--- src/rtl/instr_exec_unit_if.sv ---
// instr_exec_unit_if: instruction/debug/status bundle for instr_exec_unit
// master drives id, id_valid, rd_addr; slave (the unit) drives the rest.
interface instr_exec_unit_if #(parameter int DW = 8, parameter int NREG = 8);
  localparam int RAW = $clog2(NREG);
  localparam int IW = 4 + 2 * RAW + DW;
  logic [IW-1:0] id;
  logic id_valid;
  logic id_ready;
  logic [RAW-1:0] rd_addr;
  logic [DW-1:0] rd_data;
  logic [DW-1:0] acc;
  logic zero;
  logic carry;
  logic busy;
  logic halted;
  logic illegal;
  modport master(output id, id_valid, rd_addr, input id_ready, rd_data, acc, zero, carry, busy, halted, illegal);
  modport slave(input id, id_valid, rd_addr, output id_ready, rd_data, acc, zero, carry, busy, halted, illegal);
endinterface

--- src/rtl/instr_exec_unit.sv ---
// instr_exec_unit: two-cycle accumulator/register-file instruction executor
// clk, rst (sync, active high); io_bus: id/id_valid/id_ready handshake,
// rd_addr/rd_data debug read, acc/zero/carry state, busy/halted/illegal status.
module instr_exec_unit #(parameter int DW = 8, parameter int NREG = 8) (
  input logic clk,
  input logic rst,
  instr_exec_unit_if.slave io_bus
);
  localparam int RAW = $clog2(NREG);
  localparam int IW = 4 + 2 * RAW + DW;
  typedef enum logic [1:0] {IDLE, EXEC, HALT} state_t;
  state_t r_state, w_next;
  logic [IW-1:0] r_ir;
  logic [DW-1:0] r_regs [NREG];
  logic [DW-1:0] r_acc;
  logic r_zero, r_carry;
  logic [3:0] w_op;
  logic [RAW-1:0] w_dst, w_src;
  logic [DW-1:0] w_imm, w_s, w_acc, w_wd;
  logic [DW:0] w_sum, w_diff;
  logic w_we, w_zero, w_carry, w_upd_z;
  assign w_op = r_ir[IW-1 -: 4];
  assign w_dst = r_ir[IW-5 -: RAW];
  assign w_src = r_ir[IW-5-RAW -: RAW];
  assign w_imm = r_ir[DW-1:0];
  assign w_s = r_regs[w_src];
  assign w_sum = {1'b0, r_acc} + {1'b0, w_s};
  // MSB of the widened difference is the borrow out
  assign w_diff = {1'b0, r_acc} - {1'b0, w_s};
  assign io_bus.id_ready = r_state == IDLE;
  assign io_bus.busy = r_state == EXEC;
  assign io_bus.halted = r_state == HALT;
  assign io_bus.illegal = r_state == EXEC && w_op >= 4'hA && w_op <= 4'hE;
  assign io_bus.rd_data = r_regs[io_bus.rd_addr];
  assign io_bus.acc = r_acc;
  assign io_bus.zero = r_zero;
  assign io_bus.carry = r_carry;
  always_comb begin
    w_next = r_state;
    case (r_state)
      IDLE: w_next = io_bus.id_valid ? EXEC : IDLE;
      EXEC: w_next = w_op == 4'hF ? HALT : IDLE;
      default: w_next = HALT;
    endcase
  end
  always_comb begin
    w_acc = r_acc;
    w_carry = r_carry;
    w_we = 1'b0;
    w_wd = r_acc;
    w_upd_z = 1'b0;
    case (w_op)
      4'h1: begin w_we = 1'b1; w_wd = w_imm; end
      4'h2: begin w_we = 1'b1; w_wd = w_s; end
      4'h3: begin w_acc = w_s; w_upd_z = 1'b1; end
      4'h4: w_we = 1'b1;
      4'h5: begin {w_carry, w_acc} = w_sum; w_upd_z = 1'b1; end
      4'h6: begin {w_carry, w_acc} = w_diff; w_upd_z = 1'b1; end
      4'h7: begin w_acc = r_acc & w_s; w_upd_z = 1'b1; end
      4'h8: begin w_acc = r_acc | w_s; w_upd_z = 1'b1; end
      4'h9: begin w_acc = r_acc ^ w_s; w_upd_z = 1'b1; end
      default: ;
    endcase
    w_zero = w_upd_z ? w_acc == '0 : r_zero;
  end
  always_ff @(posedge clk) begin
    if (rst) begin
      r_state <= IDLE;
      r_ir <= '0;
      r_acc <= '0;
      r_zero <= 1'b0;
      r_carry <= 1'b0;
      for (int i = 0; i < NREG; i++) r_regs[i] <= '0;
    end else begin
      r_state <= w_next;
      if (r_state == IDLE && io_bus.id_valid) r_ir <= io_bus.id;
      if (r_state == EXEC) begin
        r_acc <= w_acc;
        r_zero <= w_zero;
        r_carry <= w_carry;
        if (w_we) r_regs[w_dst] <= w_wd;
      end
    end
  end
endmodule

--- src/flat_wrapper.sv ---
// flat-port wrapper written by rule: the top's interface ports become plain ports
module instr_exec_unit_flat 
#(parameter int DW = 8, parameter int NREG = 8)
  (clk, rst, io_bus_id, io_bus_id_valid, io_bus_rd_addr, io_bus_id_ready, io_bus_rd_data, io_bus_acc, io_bus_zero, io_bus_carry, io_bus_busy, io_bus_halted, io_bus_illegal);
  instr_exec_unit_if #(.DW(DW), .NREG(NREG)) io_bus_i ();
  input logic clk;
  input logic rst;
  input wire logic [$bits(io_bus_i.id)-1:0] io_bus_id;
  input wire logic [$bits(io_bus_i.id_valid)-1:0] io_bus_id_valid;
  input wire logic [$bits(io_bus_i.rd_addr)-1:0] io_bus_rd_addr;
  output wire logic [$bits(io_bus_i.id_ready)-1:0] io_bus_id_ready;
  output wire logic [$bits(io_bus_i.rd_data)-1:0] io_bus_rd_data;
  output wire logic [$bits(io_bus_i.acc)-1:0] io_bus_acc;
  output wire logic [$bits(io_bus_i.zero)-1:0] io_bus_zero;
  output wire logic [$bits(io_bus_i.carry)-1:0] io_bus_carry;
  output wire logic [$bits(io_bus_i.busy)-1:0] io_bus_busy;
  output wire logic [$bits(io_bus_i.halted)-1:0] io_bus_halted;
  output wire logic [$bits(io_bus_i.illegal)-1:0] io_bus_illegal;
  assign io_bus_i.id = io_bus_id;
  assign io_bus_i.id_valid = io_bus_id_valid;
  assign io_bus_i.rd_addr = io_bus_rd_addr;
  assign io_bus_id_ready = io_bus_i.id_ready;
  assign io_bus_rd_data = io_bus_i.rd_data;
  assign io_bus_acc = io_bus_i.acc;
  assign io_bus_zero = io_bus_i.zero;
  assign io_bus_carry = io_bus_i.carry;
  assign io_bus_busy = io_bus_i.busy;
  assign io_bus_halted = io_bus_i.halted;
  assign io_bus_illegal = io_bus_i.illegal;
  instr_exec_unit #(.DW(DW), .NREG(NREG)) u_core (.clk(clk), .rst(rst), .io_bus(io_bus_i));
endmodule
--- config.mk ---
export PLATFORM = sky130hd
export DESIGN_NAME = instr_exec_unit_flat
export DESIGN_NICKNAME = d
export VERILOG_FILES = /design/src/rtl/instr_exec_unit_if.sv /design/src/rtl/instr_exec_unit.sv /design/src/flat_wrapper.sv
export SDC_FILE = /design/constraint.sdc
export NUM_CORES = 1
export LEC_CHECK = 0
export ABC_AREA = 0
export CAP_MARGIN = 15
export CORE_MARGIN = 1.5
export CORE_UTILIZATION = 25
export CTS_BUF_LIST = sky130_fd_sc_hd__clkbuf_8 sky130_fd_sc_hd__clkbuf_16
export DETAILED_ROUTE_END_ITERATION = 8
export GPL_TIMING_DRIVEN = 0
export RECOVER_POWER = 25
export REMOVE_ABC_BUFFERS = 1
export SYNTH_ARGS = -nofsm -noshare
export SYNTH_HDL_FRONTEND = slang
export SYNTH_SLANG_ARGS = --single-unit
--- constraint.sdc ---
create_clock -name clk -period 8.1 [get_ports clk]
set_input_delay 1.62 -clock clk [delete_from_list [all_inputs] [get_ports clk]]
set_output_delay 1.62 -clock clk [all_outputs]
set_load 0.05 [all_outputs]
==> Flow_metrics.wiki <==
== Run summary ==
{| class="wikitable"
! Metric !! Value
|-
| Status || complete, no violations
|-
| Inserted Clock Buffers || 9
|-
| Crit path max-delay cell type || sky130_fd_sc_hd__clkdlybuf4s50_1
|-
| DRT antenna net count || 0
|-
| Residual overflow from global routing || 0
|-
| Area of all sequential standard cells || approximately 0.0026 mm^2
|-
| Met2 WL post-DR || around 8000 um
|-
| Required time reported for the critical path endpoint || ~6500 ps
|-
| Post-synth top cells || sky130_fd_sc_hd__nor2_1, sky130_fd_sc_hd__edfxtp_1, sky130_fd_sc_hd__nand2_1
|-
| Cell type with the highest occurrence count on the critical path || sky130_fd_sc_hd__clkdlybuf4s50_1
|-
| Top cell excl fill/tap || sky130_fd_sc_hd__nor2_1
|-
| Routed length on met3 || between 700 and 800 um
|-
| Number of standard-cell rows in the floorplan || ~56
|-
| Worst-case reg-to-reg path depth || 11
|-
| Fin worst setup slack || 2290 ps
|-
| Grt met3 use || 0.0214
|-
| Count of buffer and inverter cells on the critical path || 3
|-
| Multi-input logic portion of the cell area || 0.453
|-
| Final non-filler cell total || a little over 900
|-
| Max_cap viols || 0
|-
| Core utilization before placement || 0.258
|-
| Dominant comb cell || simple AND/OR/NAND/NOR gates
|-
| Cell breakdown of the critical path || clkdlybuf4s50_1 -> buf_8 -> mux4_2 -> mux2_2 -> clkdlybuf4s50_1
|-
| Post-CTS setup buffer count || 0
|-
| Number of pins with negative max-slew slack in the final report || 0
|-
| Most used standard cell by instance count after synthesis || sky130_fd_sc_hd__nor2_1
|-
| Max H-tree Level || 3
|-
| Total iterations of the first detailed-routing run || 5
|-
| Simple-gate portion of the synthesized area || 0.163
|-
| Kind of end point of the critical path || output port
|-
| TritonCTS clock tree || built
|-
| Share of total power in sequential cells || 0.451
|-
| Die boundary width || ~160 um
|-
| Syn Area/Cell || approximately 11 um^2
|-
| Post-synthesis instance area || 0.00610 mm^2
|-
| Measured slew at the worst slew-check pin || roughly 1200 ps
|-
| Endpoint, Worst Hold || u_core.r_ir[7]
|-
| Vert. Die Dim || approximately 160 um
|-
| Endpoints failing setup || 0
|-
| Detail Placement HPWL || 12,000 um
|-
| Start-to-end type of the worst setup path || in2out
|-
| Final-report hold violation count || 0
|-
| Top pwr grp || registers
|-
| Highest routing layer actually used || met4
|-
| Largest type area fraction || 0.315
|-
| Sink Count || 97
|-
| CTS clock-pin slew for the worst setup and hold paths || 70 ps
|-
| Relative contribution of combinational cells to total power || 0.192
|-
| Unrepaired setup endpoints after global routing || no
|-
| Worst Path Max Fanout || 10
|-
| Post-synthesis mux area share || 0.140
|}
sequential cells by signal, indices dropped and copies added, names as in the netlist, named ones only:
register / flops
u_core.io_bus.acc: 8
u_core.io_bus.carry: 1
u_core.io_bus.zero: 1
u_core.r_ir: 18
u_core.r_regs: 64
u_core.r_state: 2
logic make-up (layout without fill, tap and decap cells):
| kind of cell | after synthesis | after routing |
|---|---|---|
| AND-OR/OR-AND | 123 | 123 |
| multiplexers | 55 | 55 |
| AND/OR/NAND/NOR | 208 | 208 |
| buffers and inverters | 64 | 93 |
| flip-flops | 97 | 97 |
| XOR/XNOR | 2 | 2 |
| adder cells (fa/ha/maj) | 28 | 28 |
metrics by stage:
step                hold WS, ps  instance area, um^2
floorplan                   428                 5900
global placement            446                 6750
detailed placement          449                 6800
CTS                         459                 7110
global route                484                 7130
finish                      459                 7130
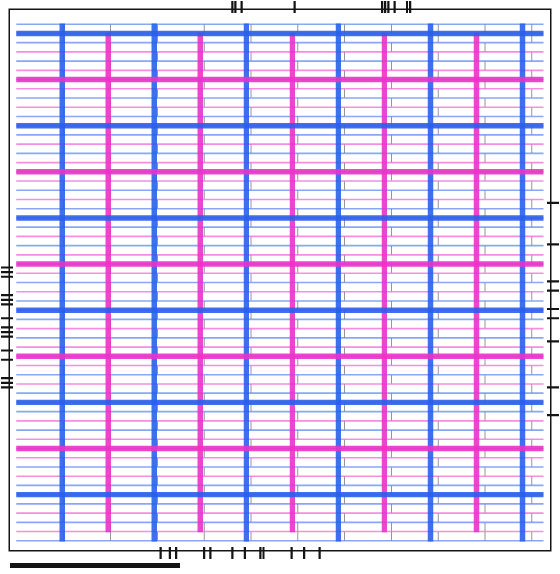
(floorplan with the power grid)
Bar = 50 um. Pins as bars on the die edge. Tap cells in gray.
net	color
VDD	magenta
VSS	blue
tap cells	319
met5 straps	11
rows	56

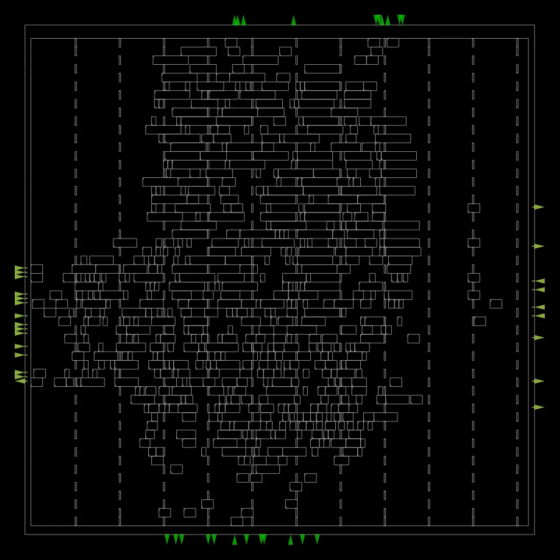
(placement view)
total of fill cells in the finished design: 2,495
flop share of the area: 0.362
count of flip-flops and latches: 97

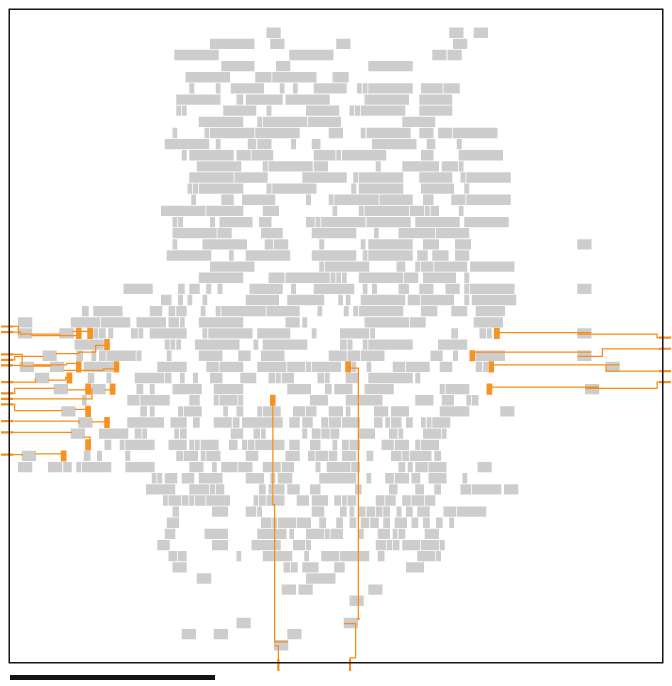
(port wiring)
Bar = 50 um.
port	color	direction	edge	end cells	buffers	wire
io_bus_id	orange	input	12 left, 4 right, 2 bottom	18	18	553 um
Boundary Pins: 46
total of buffers placed on input and output ports: 45

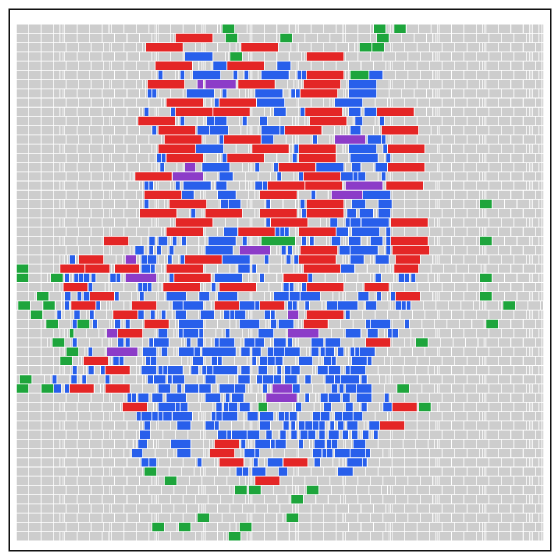
(placed cells, one color a class)
Fill, decap, tap and diode cells in gray.
class	color	cells	share of their area
combinational and other logic	blue	444	50%
flops	red	97	38%
clock drivers and dummy loads	purple	16	4.6%
other buffers and delay cells	green	49	7.5%

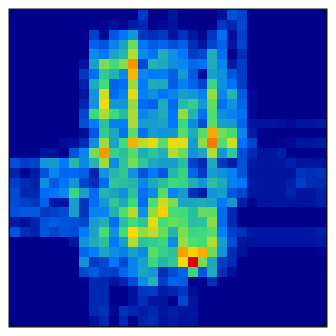
(routed metal per tile)
The die is cut into 32 by 32 equal tiles; dark blue is low, red is high, scaled to the fullest tile. Values are wire area over tile area, all layers added.
mean over tiles	0.11
fullest tile	0.66
tiles over half the peak	8.4%
densest ninth of the die	center
nearly empty tiles	40%
GRT Overall Usage: 0.134
DRT Wirelength: 16,900 um
total via count in the routed design: 4,607
detail-routed net length per standard cell: 18.3 um

Power is estimated from default activity; no workload was simulated.
